Run 1, signal wires on met1:
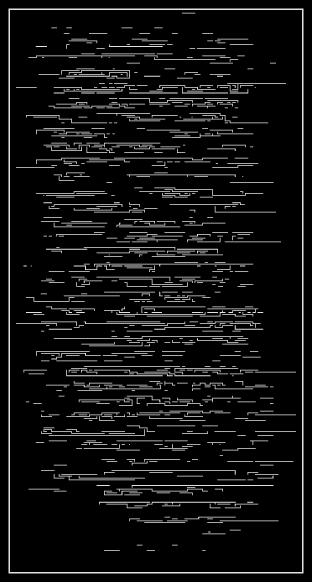
Run 1, the metal 2 layer:
Bar = 20 um.
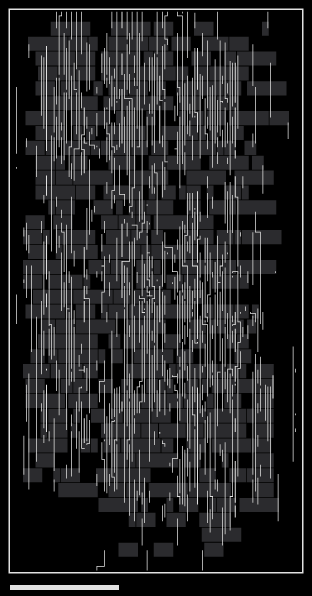
Run 1, signal wires on met3:
Bar = 20 um.
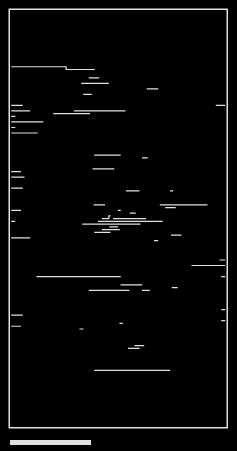
Run 1, signal wires on met4:
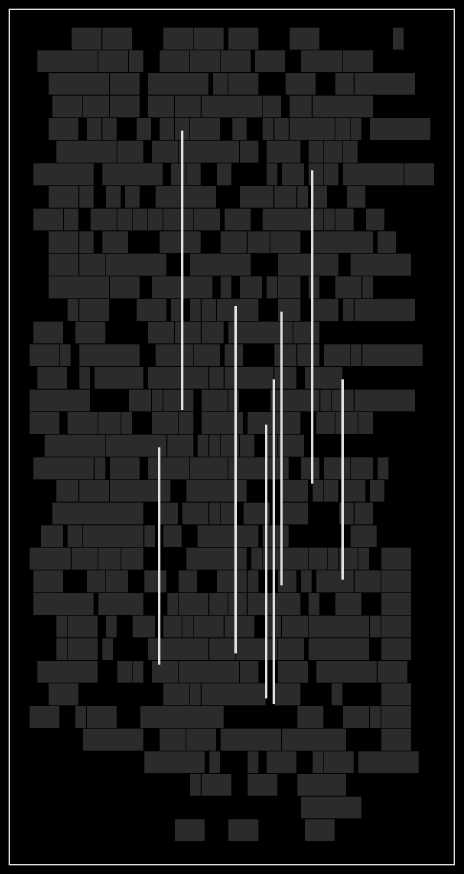
===== src/rtl/capture_pkg.sv =====
// Shared types and defaults for the capture sequencer and its post-trigger counter.
package capture_pkg;

    typedef enum logic [2:0] {
        IDLE,
        ARM,
        WAIT_TRIG,
        POST,
        DONE
    } state_e;

    localparam int unsigned TIMEOUT_CYCLES_DEFAULT = 1000000;

endpackage


===== src/rtl/capture_sequencer_sample_counter.sv =====
// Post-trigger sample counter: load clears the count and latches the target,
// enable advances the count, which saturates at the target instead of wrapping.
module sample_counter #(
    parameter int CNT_W = 16
) (
    input  logic             clk_i,
    input  logic             reset_i,
    input  logic             load_i,
    input  logic [CNT_W-1:0] load_value_i,
    input  logic             enable_i,
    output logic             tc_o,
    output logic             last_o
);

    logic [CNT_W-1:0] count_q;
    logic [CNT_W-1:0] target_q;
    logic [CNT_W:0]   count_inc;

    assign count_inc = {1'b0, count_q} + 1'b1;
    assign tc_o      = (count_q == target_q);
    // Widened compare so the final step toward a full-scale target cannot alias to zero.
    assign last_o    = !tc_o && (count_inc == {1'b0, target_q});

    always_ff @(posedge clk_i) begin
        if (reset_i) begin
            count_q  <= '0;
            target_q <= '0;
        end else if (load_i) begin
            count_q  <= '0;
            target_q <= load_value_i;
        end else if (enable_i && !tc_o) begin
            count_q  <= count_inc[CNT_W-1:0];
        end
    end

endmodule


===== src/rtl/capture_sequencer.sv =====
// Capture sequencer: arms the sampler, waits for its trigger and forwards cfg_post samples
// to a FIFO. Define CAPTURE_TIMEOUT_EN to build the trigger-wait watchdog.
module capture_sequencer
    import capture_pkg::*;
#(
    parameter int SAMPLE_W       = 8,
    parameter int CNT_W          = 16,
    parameter int TIMEOUT_CYCLES = TIMEOUT_CYCLES_DEFAULT
) (
    input  logic                system_clock,
    input  logic                reset,
    input  logic                start,
    input  logic                abort,
    input  logic [CNT_W-1:0]    cfg_post,
    output logic                arm,
    input  logic                sampler_run,
    input  logic                sampler_valid,
    input  logic [SAMPLE_W-1:0] sampler_data,
    input  logic                fifo_full,
    output logic                fifo_wr_en,
    output logic [SAMPLE_W-1:0] fifo_wr_data,
    output logic                busy,
    output logic                done,
    output logic                overrun,
    output logic                timed_out
);

    state_e              state_q;
    logic                arm_q;
    logic                busy_q;
    logic                done_q;
    logic                overrun_q;
    logic                wr_en_q;
    logic [SAMPLE_W-1:0] wr_data_q;

    logic cnt_load;
    logic post_valid;
    logic cnt_tc;
    logic cnt_last;
    logic wd_expire;

    assign cnt_load   = (state_q == IDLE) && start && !abort;
    assign post_valid = (state_q == POST) && sampler_valid && !cnt_tc && !abort;

    sample_counter #(
        .CNT_W(CNT_W)
    ) u_sample_counter (
        .clk_i        (system_clock),
        .reset_i      (reset),
        .load_i       (cnt_load),
        .load_value_i (cfg_post),
        .enable_i     (post_valid),
        .tc_o         (cnt_tc),
        .last_o       (cnt_last)
    );

`ifdef CAPTURE_TIMEOUT_EN
    localparam int WD_W = $clog2(TIMEOUT_CYCLES + 1);

    logic [WD_W-1:0] wd_q;
    logic            timed_out_q;

    assign wd_expire = (state_q == WAIT_TRIG) && !sampler_run && !abort
                       && (wd_q == WD_W'(TIMEOUT_CYCLES - 1));
    assign timed_out = timed_out_q;

    always_ff @(posedge system_clock) begin
        if (reset) begin
            wd_q        <= '0;
            timed_out_q <= 1'b0;
        end else begin
            wd_q <= ((state_q == WAIT_TRIG) && !sampler_run) ? wd_q + 1'b1 : '0;
            if (cnt_load) begin
                timed_out_q <= 1'b0;
            end else if (wd_expire) begin
                timed_out_q <= 1'b1;
            end
        end
    end
`else
    assign wd_expire = 1'b0;
    assign timed_out = 1'b0;
`endif

    always_ff @(posedge system_clock) begin
        if (reset) begin
            state_q   <= IDLE;
            arm_q     <= 1'b0;
            busy_q    <= 1'b0;
            done_q    <= 1'b0;
            overrun_q <= 1'b0;
            wr_en_q   <= 1'b0;
            wr_data_q <= '0;
        end else begin
            // NOTE: pulse defaults first; a later non-blocking assignment in this block wins.
            arm_q   <= 1'b0;
            done_q  <= 1'b0;
            wr_en_q <= 1'b0;
            if (abort) begin
                state_q <= IDLE;
                busy_q  <= 1'b0;
            end else begin
                case (state_q)
                    IDLE: if (start) begin
                        state_q   <= ARM;
                        arm_q     <= 1'b1;
                        busy_q    <= 1'b1;
                        overrun_q <= 1'b0;
                    end
                    ARM: state_q <= WAIT_TRIG;
                    WAIT_TRIG: begin
                        if (sampler_run) begin
                            state_q <= POST;
                        end else if (wd_expire) begin
                            state_q <= DONE;
                            done_q  <= 1'b1;
                            busy_q  <= 1'b0;
                        end
                    end
                    POST: begin
                        if (post_valid) begin
                            if (fifo_full) begin
                                overrun_q <= 1'b1;
                            end else begin
                                wr_en_q   <= 1'b1;
                                wr_data_q <= sampler_data;
                            end
                        end
                        // Finish on the cycle the last sample is consumed (or at once for cfg_post=0).
                        if (cnt_tc || (post_valid && cnt_last)) begin
                            state_q <= DONE;
                            done_q  <= 1'b1;
                            busy_q  <= 1'b0;
                        end
                    end
                    DONE: state_q <= IDLE;
                    default: begin
                        state_q <= IDLE;
                        busy_q  <= 1'b0;
                    end
                endcase
            end
        end
    end

    assign arm          = arm_q;
    assign busy         = busy_q;
    assign done         = done_q;
    assign overrun      = overrun_q;
    assign fifo_wr_en   = wr_en_q;
    assign fifo_wr_data = wr_data_q;

endmodule


===== config.mk =====
export PLATFORM = sky130hd
export DESIGN_NAME = capture_sequencer
export DESIGN_NICKNAME = d
export VERILOG_FILES = /design/src/rtl/capture_pkg.sv /design/src/rtl/capture_sequencer_sample_counter.sv /design/src/rtl/capture_sequencer.sv
export SDC_FILE = /design/constraint.sdc
export NUM_CORES = 1
export LEC_CHECK = 0
export CAP_MARGIN = 20
export CORE_ASPECT_RATIO = 2
export CORE_MARGIN = 2
export CORE_UTILIZATION = 55
export CTS_CLUSTER_DIAMETER = 150
export DETAILED_ROUTE_END_ITERATION = 6
export PLACE_DENSITY = 0.87
export SLEW_MARGIN = 20
export SYNTH_ARGS = -nofsm -noshare
export SYNTH_HDL_FRONTEND = slang
export SYNTH_HIERARCHICAL = 1
export SYNTH_SLANG_ARGS = --single-unit

===== constraint.sdc =====
create_clock -name system_clock -period 6.1 [get_ports system_clock]
set_input_delay 1.22 -clock system_clock [delete_from_list [all_inputs] [get_ports system_clock]]
set_output_delay 1.22 -clock system_clock [all_outputs]
set_load 0.03 [all_outputs]

==> metrics.csv, run 1 <==
metric,value,unit
status,finished clean,
drive_gt1_share,8.62,%
routabilityCongestion,0.944,
nets,358,
areaGrowthSynthToFinish,19.4,%
critPathCapture,u_sample_counter/count_q[13],
synth_cell_types,61,
layout_top_cell,dfxtp_1,
holdWs,0.483,ns
stdcell_count,382,
die_h,103,um
power_leakage,1.15,nW
fmax,0.269,GHz
vias_per_cell,6.07,
synth_top_area_share,35.9,%
cts_resized,0,
root_buffer,clkbuf_8,
clkTransAtPathRegs,0.09,ns
critPathCaptureType,register,
wl_per_cell,17.1,um
vdd_drop_max,0.000210,V
die_w,53.4,um
fin_crit,3.72,ns
critPathLaunchType,input pin,
drc,0,
netlist_area,0.00268,sq mm
ant_nets,0,
setup_slack,2.38,ns
hold_path.class,reg2reg,
gr-total-overflow,0,
grt_pass1_wl,10.4,mm
core_area,0.00477,sq mm
finalClockSkew,0.0111,ns
rows,36,
lay_top_cells,"dfxtp_1 (48), clkdlybuf4s50_1 (43), nor2_1 (35)",
regArea,961,sq um
cp.arrival,3.92,ns
hold_depth,2,
io_pins,45,
min_to,fifo_wr_data[5],
Notes on 'signal wires on met1' above:
The layer carries 2,650 um of wire. The longest straight run is 29.0 um.
final WL: 6.55 mm
Vias: 2,318
GR Util met1: 31.6%

Notes on 'the metal 2 layer' above:
The longest straight run is 40.1 um. 307 nets have wire on it. The layer carries 3,380 um of wire. The wires run mostly vertical. The layer holds 52% of the routed length.

Notes on 'signal wires on met3' above:
44 nets have wire on it. The wires run mostly horizontal.
grt met3 use: 3.91%

Notes on 'signal wires on met4' above:
The layer carries 266 um of wire. The longest straight run is 41.5 um. 8 nets have wire on it.

==> run 1: area by class of cell <==
class                   instances  area share (%)
clock buffers                   5            2.15
clock inverters                 1           0.939
inverters                       5           0.587
multi-input cells             221            50.1
flip-flops and latches         48            30.0
well taps                      57            2.23
repair buffers                 45            13.9
==> run 1: critical path: stages <==
cell	delay, ns
clkdlybuf4s50_1	0.55
nand4bb_1	0.51
nor3b_1	0.85
o21a_1	0.43
a31oi_1	0.13
a41o_1	0.23
==> run 1: metal layers <==
metal | global-route usage, % | share of wire [%] | routed length [um] | up-vias
li1 | - | - | - | 1118
met1 | 31.6 | 40 | 2650 | 1106
met2 | 42.2 | 52 | 3380 | 76
met3 | 3.91 | 3.9 | 257 | 18
met4 | 13.8 | 4.0 | 265 | 0
met5 | 0 | 0 | 0 | -
==> run 1: sequential cells by signal, summed over array words and instances, names as in the netlist <==
register / flops
u_sample_counter/count_q: 16
u_sample_counter/target_q: 16
fifo_wr_data: 8
state_q: 3
arm: 1
busy: 1
done: 1
fifo_wr_en: 1
overrun: 1
==> run 1: cells by family after synthesis <==
kind of cell,count (synthesis),share of synthesized area [%]
mux,22,8.40
compound gates,57,14.2
xor+xnor,30,11.1
buf+inv,22,4.39
fa+ha+maj,1,0.467
flops,48,35.9
other cells,1,0.140
simple gates,110,25.4
==> run 1: power by group <==
part	internal (mW)	leakage (nW)	total, mW	switching (mW)
Sequential	0.320	0.389	0.327	0.00707
Clock	0.118	0.0501	0.218	0.100
Combinational	0.0435	0.710	0.0897	0.0462
--- run 2 (diff from run 1) ---
--- a/config.mk
+++ b/config.mk
@@ -8,10 +8,10 @@
 export CAP_MARGIN = 20
 export CORE_ASPECT_RATIO = 2
 export CORE_MARGIN = 2
-export CORE_UTILIZATION = 55
+export CORE_UTILIZATION = 48
 export CTS_CLUSTER_DIAMETER = 150
 export DETAILED_ROUTE_END_ITERATION = 6
-export PLACE_DENSITY = 0.87
+export PLACE_DENSITY = 0.81
 export SLEW_MARGIN = 20
 export SYNTH_ARGS = -nofsm -noshare
 export SYNTH_HDL_FRONTEND = slang
==> constraint.sdc (replaced) <==
create_clock -name system_clock -period 3.1 [get_ports system_clock]
set_input_delay 0.62 -clock system_clock [delete_from_list [all_inputs] [get_ports system_clock]]
set_output_delay 0.62 -clock system_clock [all_outputs]
set_load 0.03 [all_outputs]
Run 2, signal wires on met1:
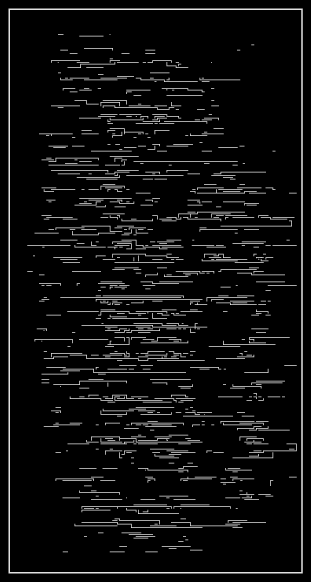
318 nets have wire on it. The wires run mostly horizontal. The layer holds 35% of the routed length. The layer carries 2,310 um of wire.

==> run 2 against run 1 <==
Against the previous run: die area up 14%; register-to-register slack worse by 2.7 ns; final area up 1.1%; synthesized cell count unchanged; critical path depth rose by 4; final cell count grew 2.1%; worst hold slack got worse by 0.0099 ns; critical path type is now reg2reg; non-clock buffer count rose by 4; sequential power rose by 96%; wire length is 0.76% higher; count of clock-buffer cells in the layout up 2.
==> metrics.csv, run 2 <==
metric,value,unit,change
synth_cell_types,61,,unchanged
path_buffers,0,,-1
drc,0,,unchanged
status,finished clean,,
stdcell_count,390,,+2.1%
routed_wl,6.60,mm,+0.76%
fin_crit,2.78,ns,
wl_per_cell,16.9,um,-1.3%
cts_resized,0,,unchanged
core_area,0.00542,sq mm,+14%
ant_nets,0,,unchanged
grt_pass1_wl,11.2,mm,+7.5%
rows,38,,+5.6%
areaGrowthSynthToFinish,20.7,%,
crit_slowest_cell,dfxtp_1,,
fmax,0.360,GHz,
die_h,110,um,+6.8%
max_stage_delay,0.47,ns,-0.38 ns
drive_gt1_share,10.3,%,+1.7 points
vias,2348,,+1.3%
vias_per_cell,6.02,,-0.78%
clkTransAtPathRegs,0.08,ns,about the same
gr-total-overflow,0,,unchanged
-- run 2: tightest hold or removal path, cell delays in order, from the launching register on --
cell and delay (ns):
dfxtp_1 0.31, o21ai_0 0.06, a21oi_1 0.06
-- run 2: layer usage --
metal,vias to the layer above,wire [um],global-route usage [%]
met5,-,0,0
met4,0,369,14.1
met3,25,322,3.41
met2,94,3600,43.0
met1,1103,2310,23.6
li1,1126,-,-
-- run 2: layout make-up --
| cell class | instances | area share [%] |
|---|---|---|
| flip-flops and latches | 48 | 29.7 |
| repair buffers | 49 | 14.7 |
| multi-input cells | 221 | 49.7 |
| well taps | 60 | 2.32 |
| clock buffers | 7 | 2.98 |
| inverters | 5 | 0.580 |
-- run 2: cell families after synthesis --
| logic type | synth area share, % |
|---|---|
| compound gates | 14.2 |
| xor+xnor | 11.1 |
| fa+ha+maj | 0.467 |
| other cells | 0.140 |
| simple gates | 25.4 |
| flops | 35.9 |
| mux | 8.40 |
| buf+inv | 4.39 |
-- run 2: worst paths after layout --
| kind | endpoint | slack, ns | cells past startpoint |
|---|---|---|---|
| min reg2reg | fifo_wr_data[1] | 0.47 | 2 |
| min | fifo_wr_data[1] | 0.47 | 2 |
| max | done | 0.32 | 10 |
| max reg2reg | done | 0.32 | 10 |
-- run 2: per-stage QoR --
stage          utilization, %  hold WS (ns)  setup slack [ns]
2_1_floorplan               -         0.480             0.647
3_3_place_gp             57.8         0.456             0.415
3_5_place_dp             57.8         0.465             0.303
4_1_cts                  59.6         0.477             0.267
5_1_grt                  59.7         0.503            0.0157
6_report                 59.7         0.473             0.320
-- run 2: power by group --
part           total, mW  switching [mW]  internal, mW
Sequential         0.642          0.0135         0.629
Combinational      0.180          0.0925        0.0874
Clock              0.390           0.191         0.199
Power is estimated from default activity; no workload was simulated.
